==> config.mk <==
export PLATFORM = sky130hd
export DESIGN_NAME = regfile_wb_arbiter_flat
export DESIGN_NICKNAME = d
export VERILOG_FILES = /design/src/rtl/regfile_wb_arbiter_pkg.sv /design/src/rtl/regfile_wb_arbiter_if.sv /design/src/rtl/regfile_wb_arbiter_slot.sv /design/src/rtl/regfile_wb_arbiter.sv /design/src/flat_wrapper.sv
export SDC_FILE = /design/constraint.sdc
export NUM_CORES = 1
export LEC_CHECK = 0
export ABC_AREA = 1
export CAP_MARGIN = 20
export CORE_MARGIN = 3
export CORE_UTILIZATION = 35
export CTS_BUF_LIST = sky130_fd_sc_hd__clkbuf_4
export CTS_CLUSTER_DIAMETER = 80
export DETAILED_ROUTE_END_ITERATION = 7
export PLACE_DENSITY = 0.72
export SLEW_MARGIN = 20
export SYNTH_ARGS = -nofsm -noshare
export SYNTH_HDL_FRONTEND = slang
export SYNTH_SLANG_ARGS = --single-unit
==> constraint.sdc <==
create_clock -name clk -period 4.53 [get_ports clk]
set_input_delay 0.906 -clock clk [delete_from_list [all_inputs] [get_ports clk]]
set_output_delay 0.906 -clock clk [all_outputs]
set_load 0.05 [all_outputs]
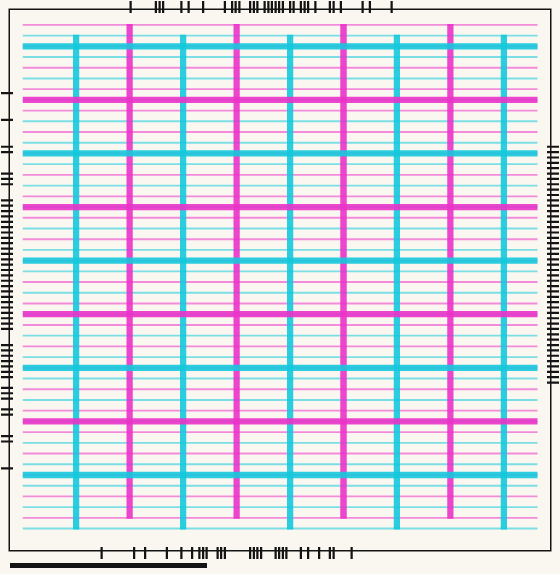
(run_1/pdn.png)
Scale bar: 50 um. Pins as bars on the die edge.
[magenta] VDD
[cyan] VSS
met1 rails: 48
rows: 47
met5 straps: 9
signal pins: 150
met4 straps: 9
Die Wd: 137 um
Peak VDD IR: 0.000198 V

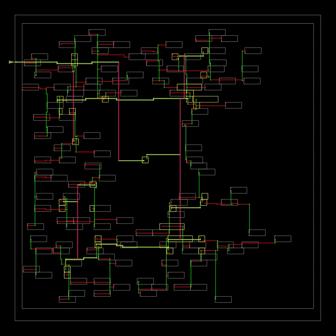
(run_1/final_clocks.png)
number of buffers created by CTS: 17
Clock net power: 0.000870 W
clkbuf count: 23

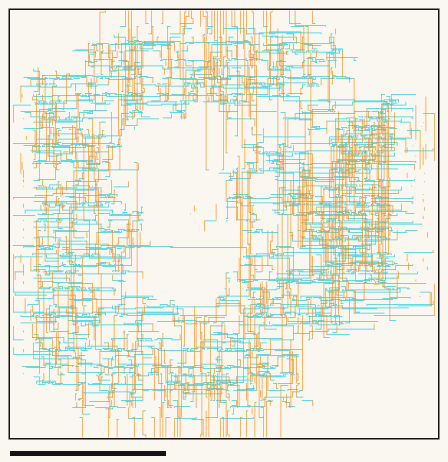
(run_1/metal_stack.png)
Scale bar: 50 um. Only two layers are drawn.
[cyan] met1 | wire length: 7530 um
[orange] met2 | wire length: 7080 um
drt wl/cell: 11.7 um
via count: 6082
Total GRT Usage: 17.3%
routed wire length: 16100 um

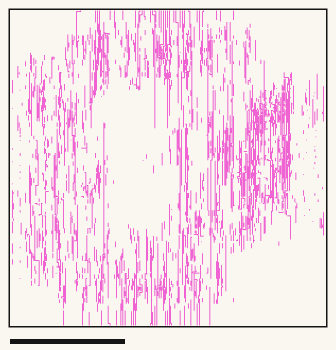
(run_1/met2.png)
Scale bar: 50 um.
wire length on this layer: 7080 um
nets with wire on the layer: 836
share of all routed wire: 44%
met2 usage: 27.2%

==> results.json, run 1 <==
{
  "grt-ovfl-total": 0,
  "drt_iter0_drc": 371,
  "critPathLaunchType": "flip-flop",
  "synth-edff-count": 0,
  "clk_latency_ns": 0.54,
  "fin_worst_skew_ns": 0.0230,
  "area_leaders": "dfxtp_1, nand2_1, nor2_1",
  "end_kind": "output port",
  "io_pins": 150,
  "timing.critical_path.buf_inv": 2,
  "yosys_most_used_dff": "dfxtp_1",
  "slew_viol_final": 0,
  "drc": 0,
  "htreeDepth": 4,
  "critPathTopFamily": "simple AND/OR/NAND/NOR gates",
  "slew_headroom_pct": 36.6,
  "worstPathCellList": "inv_1 -> nor2_1 -> nand2_1 -> nand3_1 -> clkdlybuf4s50_1",
  "cts_resized": 0,
  "reg2regPathDepth": 10,
  "yosysTopAreaCell": "dfxtp_1",
  "hold_viol": 0,
  "cts_buffer_depth": 2,
  "common_cells": "nand2_1, nor2_1, dfxtp_1",
  "grt_pass1_wl_um": 26100,
  "setup_tns_ns": 0,
  "fmax_mhz": 274,
  "nets": 1227,
  "yosys.stat.seqShare_pct": 39.0,
  "ys.warnings.count": 0,
  "crit_type": "flip-flop to output port",
  "crit_path_top_delay_cell": "clkdlybuf4s50_1",
  "yosys_area_um2": 6010,
  "place_area_um2": 7550,
  "arrival_ns": 2.75,
  "cp_slowest_stage_delay_ns": 0.80,
  "synthCells": 1021,
  "antenna_left": 0,
  "hp-class": "flip-flop to flip-flop",
  "ys_ff": 117,
  "cts_tree": "built",
  "async_flop_share_pct": 0,
  "powerDensity_nw_per_um2": 359,
  "r2r_slack_ns": 1.98,
  "synth_stat.cells": 1021,
  "postCtsHoldBufs": 0,
  "drive_gt1_share_pct": 4.31,
  "fin_total_pwr_w": 0.00283,
  "status": "complete, no violations",
  "core_um2": 16700,
  "synthDominantCellAreaShare_pct": 39.0,
  "post-route-period-util_pct": 80.6,
  "dr.pass1.iters": 5,
  "min_delay_path_depth": 2,
  "rsz0062_at_grt": "no",
  "final_area_um2": 7870,
  "worst-path-max-fanout": 16,
  "initCoreUtil_pct": 36.0,
  "postCtsSetupBuffers": 0,
  "setup_viol": 0,
  "period_needed_ns": 3.65,
  "synthesis.area_um2": 6010,
  "grt_pass1_vias": 5386,
  "tritoncts_num_sinks": 117,
  "tightest_slew_ns": 0.947,
  "cp_num_cells": 5,
  "critPathRequiredTime_ns": 3.62,
  "syn2layout_area_growth_pct": 31.0,
  "place_hpwl_um": 11000,
  "p_leak_nw": 3.68,
  "cts_root_buf": "clkbuf_4",
  "rows": 47,
  "synth_nets": 1101,
  "via_per_inst": 4.41,
  "dieArea_um2": 18800,
  "io_buffers": 149,
  "synthMostInstantiatedCell": "nand2_1",
  "warnings": 27,
  "synth_area_per_cell_um2": 5.89,
  "maxCapViolCount": 0,
  "grt_max_degree": 75,
  "synth_cell_types": 23,
  "antenna_cells": 0,
  "clk_pin_slew_ns": 0.11,
  "place_congestion": 0.991,
  "antenna_found_initial": 2
}
==> run 1: tightest hold or removal path, delay by kind of cell (launching register included) <==
kind                   cells  cell delay, ns
AOI/OAI and AO/OA          1            0.05
DFF                        1            0.33
buffers and inverters      1            0.06
==> run 1: logic make-up (layout without fill, tap and decap cells) <==
| kind of cell | Yosys count | in the layout | share of synthesized area [%] |
|---|---|---|---|
| flip-flops | 117 | 117 | 39.0 |
| buffers and inverters | 148 | 287 | 10.8 |
| AND/OR/NAND/NOR | 709 | 709 | 46.1 |
| AND-OR/OR-AND | 45 | 45 | 3.75 |
| adder cells (fa/ha/maj) | 2 | 2 | 0.416 |
==> run 1: where the power goes <==
part	switching, W	leakage, nW	internal (W)
Clock	0.000396	0.172	0.000473
Combinational	0.000507	2.54	0.000266
Sequential	0.0000534	0.971	0.00113
==> run 1: metrics by stage <==
step | hold slack [ns] | std cells | util (%) | setup WS [ns]
after global placement | 0.449 | 1348 | 45.2 | 1.57
after floorplan | 0.436 | 1021 | - | 1.90
after global routing | 0.501 | 1380 | 47.1 | 0.643
after detailed placement | 0.454 | 1348 | 45.2 | 1.50
after CTS | 0.485 | 1380 | 47.1 | 0.873
final | 0.481 | 1380 | 47.1 | 0.879
==> run 1: placed cells by master, fill, tap and decap left out, drive strengths merged <==
cell and count:
clkinvlp 2, dfxtp 117, a21oi 5, o21ai 40, clkbuf 23, buf 5, or2 2, nor3 1
ha 2, clkdlybuf4s50 149, nor2 316, clkinv 4, nand2 345, inv 100, nand4 3, nand3 42
bufinv 4
==> run 1: per-layer routing <==
layer | vias to the layer above | track usage [%] | wire, um
met5 | - | 0 | 40
met4 | 4 | 5.38 | 293
li1 | 3291 | - | -
met2 | 198 | 27.2 | 7080
met3 | 29 | 5.51 | 1210
met1 | 2560 | 22.6 | 7530
==> run 1: final cells by class <==
class                   instances  area [um2]
clock buffers                  23         173
clock inverters                 9         153
fillers                      1753        8830
inverters                     101         380
multi-input cells             756        3020
flip-flops and latches        117        2340
well taps                     220         275
repair buffers                154        1530
## Run 2: what changed since run 1
==> constraint.sdc (replaced) <==
create_clock -name clk -period 3.67 [get_ports clk]
set_input_delay 0.734 -clock clk [delete_from_list [all_inputs] [get_ports clk]]
set_output_delay 0.734 -clock clk [all_outputs]
set_load 0.05 [all_outputs]
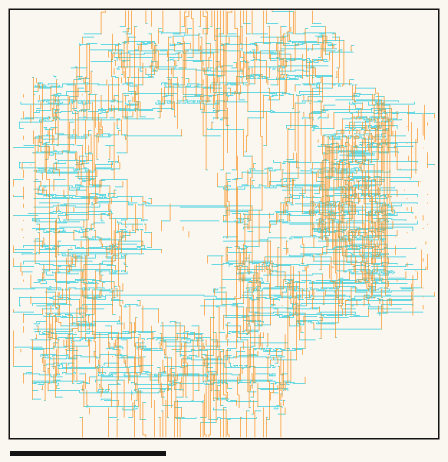
(run_2/metal_stack.png)
Scale bar: 50 um. Only two layers are drawn.
[cyan] met1 | wire length: 7470 um
[orange] met2 | wire length: 7240 um
Total GRT Usage: 17.3%
via count: 6165
drt wl/cell: 11.7 um

==> run 2 against run 1 <==
Net effect:
- cell area grew 0.56%
- global-route usage is essentially flat
- routed wire length increased by 0.25%
- sequential share of layout area fell by 0.16 points
- highest routed layer unchanged
- core utilization up 0.26 points
- largest power group unchanged
- clock-buffer cell count decreased by 4
==> results.json, run 2 <==
{
  "status": "complete, no violations",
  "lay_top_count": "nand2_1",
  "clk_pin_slew_ns": 0.10,
  "htreeDepth": 4,
  "yosys_area_um2": 6010,
  "cts_root_buf": "clkbuf_4",
  "dieWidth_um": 137,
  "yosys.stat.seqShare_pct": 39.0,
  "drt_iter0_drc": 341,
  "ys_ff": 117,
  "tritoncts_num_sinks": 117,
  "antenna_found_initial": 2,
  "rows": 47,
  "hp-class": "flip-flop to flip-flop",
  "worstPathCellList": "inv_1 -> ha_1 -> nand2_2 -> nand3_1 -> nand2_2 -> clkdlybuf4s50_1",
  "slew_headroom_pct": 49.7,
  "place_area_um2": 7590,
  "setup_viol": 0,
  "drc": 0,
  "synth_area_per_cell_um2": 5.89,
  "post-route-period-util_pct": 90.4,
  "antenna_left": 0,
  "initCoreUtil_pct": 36.0,
  "synth-edff-count": 0,
  "via_per_inst": 4.46,
  "ys.warnings.count": 0,
  "final_area_um2": 7920,
  "io_buffers": 149,
  "nets": 1229,
  "crit_type": "flip-flop to output port",
  "rsz0062_at_grt": "no",
  "setup_tns_ns": 0,
  "cts_tree": "built",
  "critPathRequiredTime_ns": 2.94,
  "grt_pass1_wl_um": 26200,
  "dp.cells": 1350,
  "clk_latency_ns": 0.53,
  "place_congestion": 0.943,
  "synth_stat.cells": 1021,
  "syn2layout_area_growth_pct": 31.7,
  "hold_viol": 0,
  "grt-ovfl-total": 0,
  "place_hpwl_um": 11100,
  "arrival_ns": 2.58,
  "tightest_slew_ns": 0.754,
  "ir_drop_v": 0.000283,
  "synthMostInstantiatedCell": "nand2_1",
  "cts_buffer_depth": 2,
  "fin_cells": 1382,
  "fin_worst_skew_ns": 0.0194,
  "cp_slowest_stage_delay_ns": 0.85,
  "postCtsHoldBufs": 0,
  "fin_total_pwr_w": 0.00351,
  "cts_buffers": 17,
  "holdWs_ns": 0.480,
  "synth_nets": 1101,
  "slew_viol_final": 0,
  "end_kind": "output port",
  "fmax_mhz": 302,
  "async_flop_share_pct": 0,
  "dr.pass1.iters": 5,
  "cts_resized": 0,
  "grt_max_degree": 75,
  "warnings": 27,
  "synthDominantCellAreaShare_pct": 39.0,
  "most-common-layout-cells": "nand2_1, nor2_1, clkdlybuf4s50_1",
  "r2r_slack_ns": 1.22,
  "synthesis.area_um2": 6010,
  "period_needed_ns": 3.32,
  "crit_path_top_delay_cell": "clkdlybuf4s50_1",
  "synth_cell_types": 23,
  "grt_pass1_vias": 5461,
  "maxCapViolCount": 0,
  "dieArea_um2": 18800,
  "totalWireLength_um": 16200,
  "area_leaders": "dfxtp_1, nand2_1, nor2_1",
  "critPathLaunchType": "flip-flop",
  "io_pins": 150,
  "powerDensity_nw_per_um2": 443,
  "common_cells": "nand2_1, nor2_1, dfxtp_1",
  "synthCells": 1021,
  "drive_gt1_share_pct": 4.13,
  "reg2regPathDepth": 10,
  "worst-path-max-fanout": 5,
  "antenna_cells": 0,
  "p_leak_nw": 3.70,
  "yosysTopAreaCell": "dfxtp_1",
  "postCtsSetupBuffers": 0,
  "min_delay_path_depth": 2
}
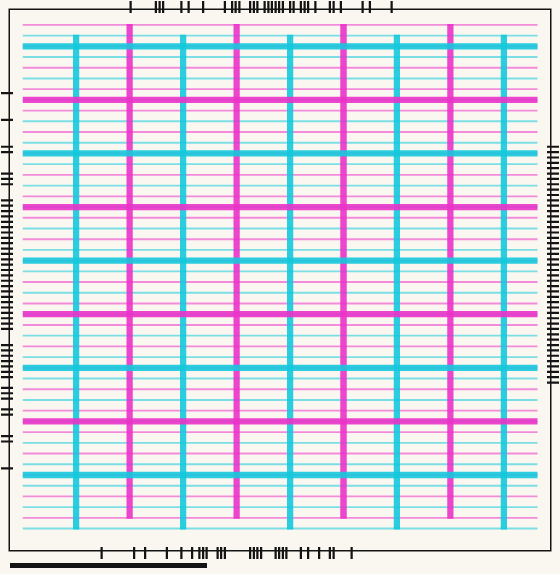
(run_2/pdn.png)
Scale bar: 50 um. Pins as bars on the die edge.
[cyan] VSS
[magenta] VDD
met1 rails: 48
met4 straps: 9
Die Ht: 137 um
Core Box Area: 16700 um2

run 2: per-stage QoR:
| step | utilization (%) | worst slack (ns) |
|---|---|---|
| after detailed placement | 45.4 | 0.913 |
| after CTS | 47.4 | 0.278 |
| after global placement | 45.4 | 0.961 |
| after global routing | 47.4 | 0.170 |
| after floorplan | - | 1.21 |
| final | 47.4 | 0.354 |
run 2: cells by family after synthesis:
logic type | after synthesis | share of synthesized area, %
AND/OR/NAND/NOR | 709 | 46.1
buffers and inverters | 148 | 10.8
flip-flops | 117 | 39.0
AND-OR/OR-AND | 45 | 3.75
adder cells (fa/ha/maj) | 2 | 0.416
run 2: critical path, delay by kind of cell, from the launching register on:
| family | cells | cell delay [ns] |
|---|---|---|
| adder cells (fa/ha/maj) | 1 | 0.35 |
| buffers and inverters | 2 | 0.91 |
| AND/OR/NAND/NOR | 3 | 0.45 |
| flip-flops | 1 | 0.35 |
run 2: layer usage:
metal  wire length, um  track usage [%]
met3              1180             5.26
met5                23                0
met4               282             6.21
met1              7470             22.7
met2              7240             27.0
run 2: layout make-up:
cell class                 instances  area, um2
multi-input combinational        756       3020
sequential                       117       2340
clock buffer                      19        143
fill                            1763       8780
clock inverter                    13        186
tap                              220        275
inverter                         101        380
timing repair buffer             156       1570
run 2: power by group:
part           total, W  internal (W)  switching (W)
Combinational  0.000962      0.000331       0.000630
Clock           0.00108      0.000611       0.000473
Sequential      0.00146       0.00139      0.0000656
Total           0.00351       0.00234        0.00117
Power and IR drop assume default switching activity.
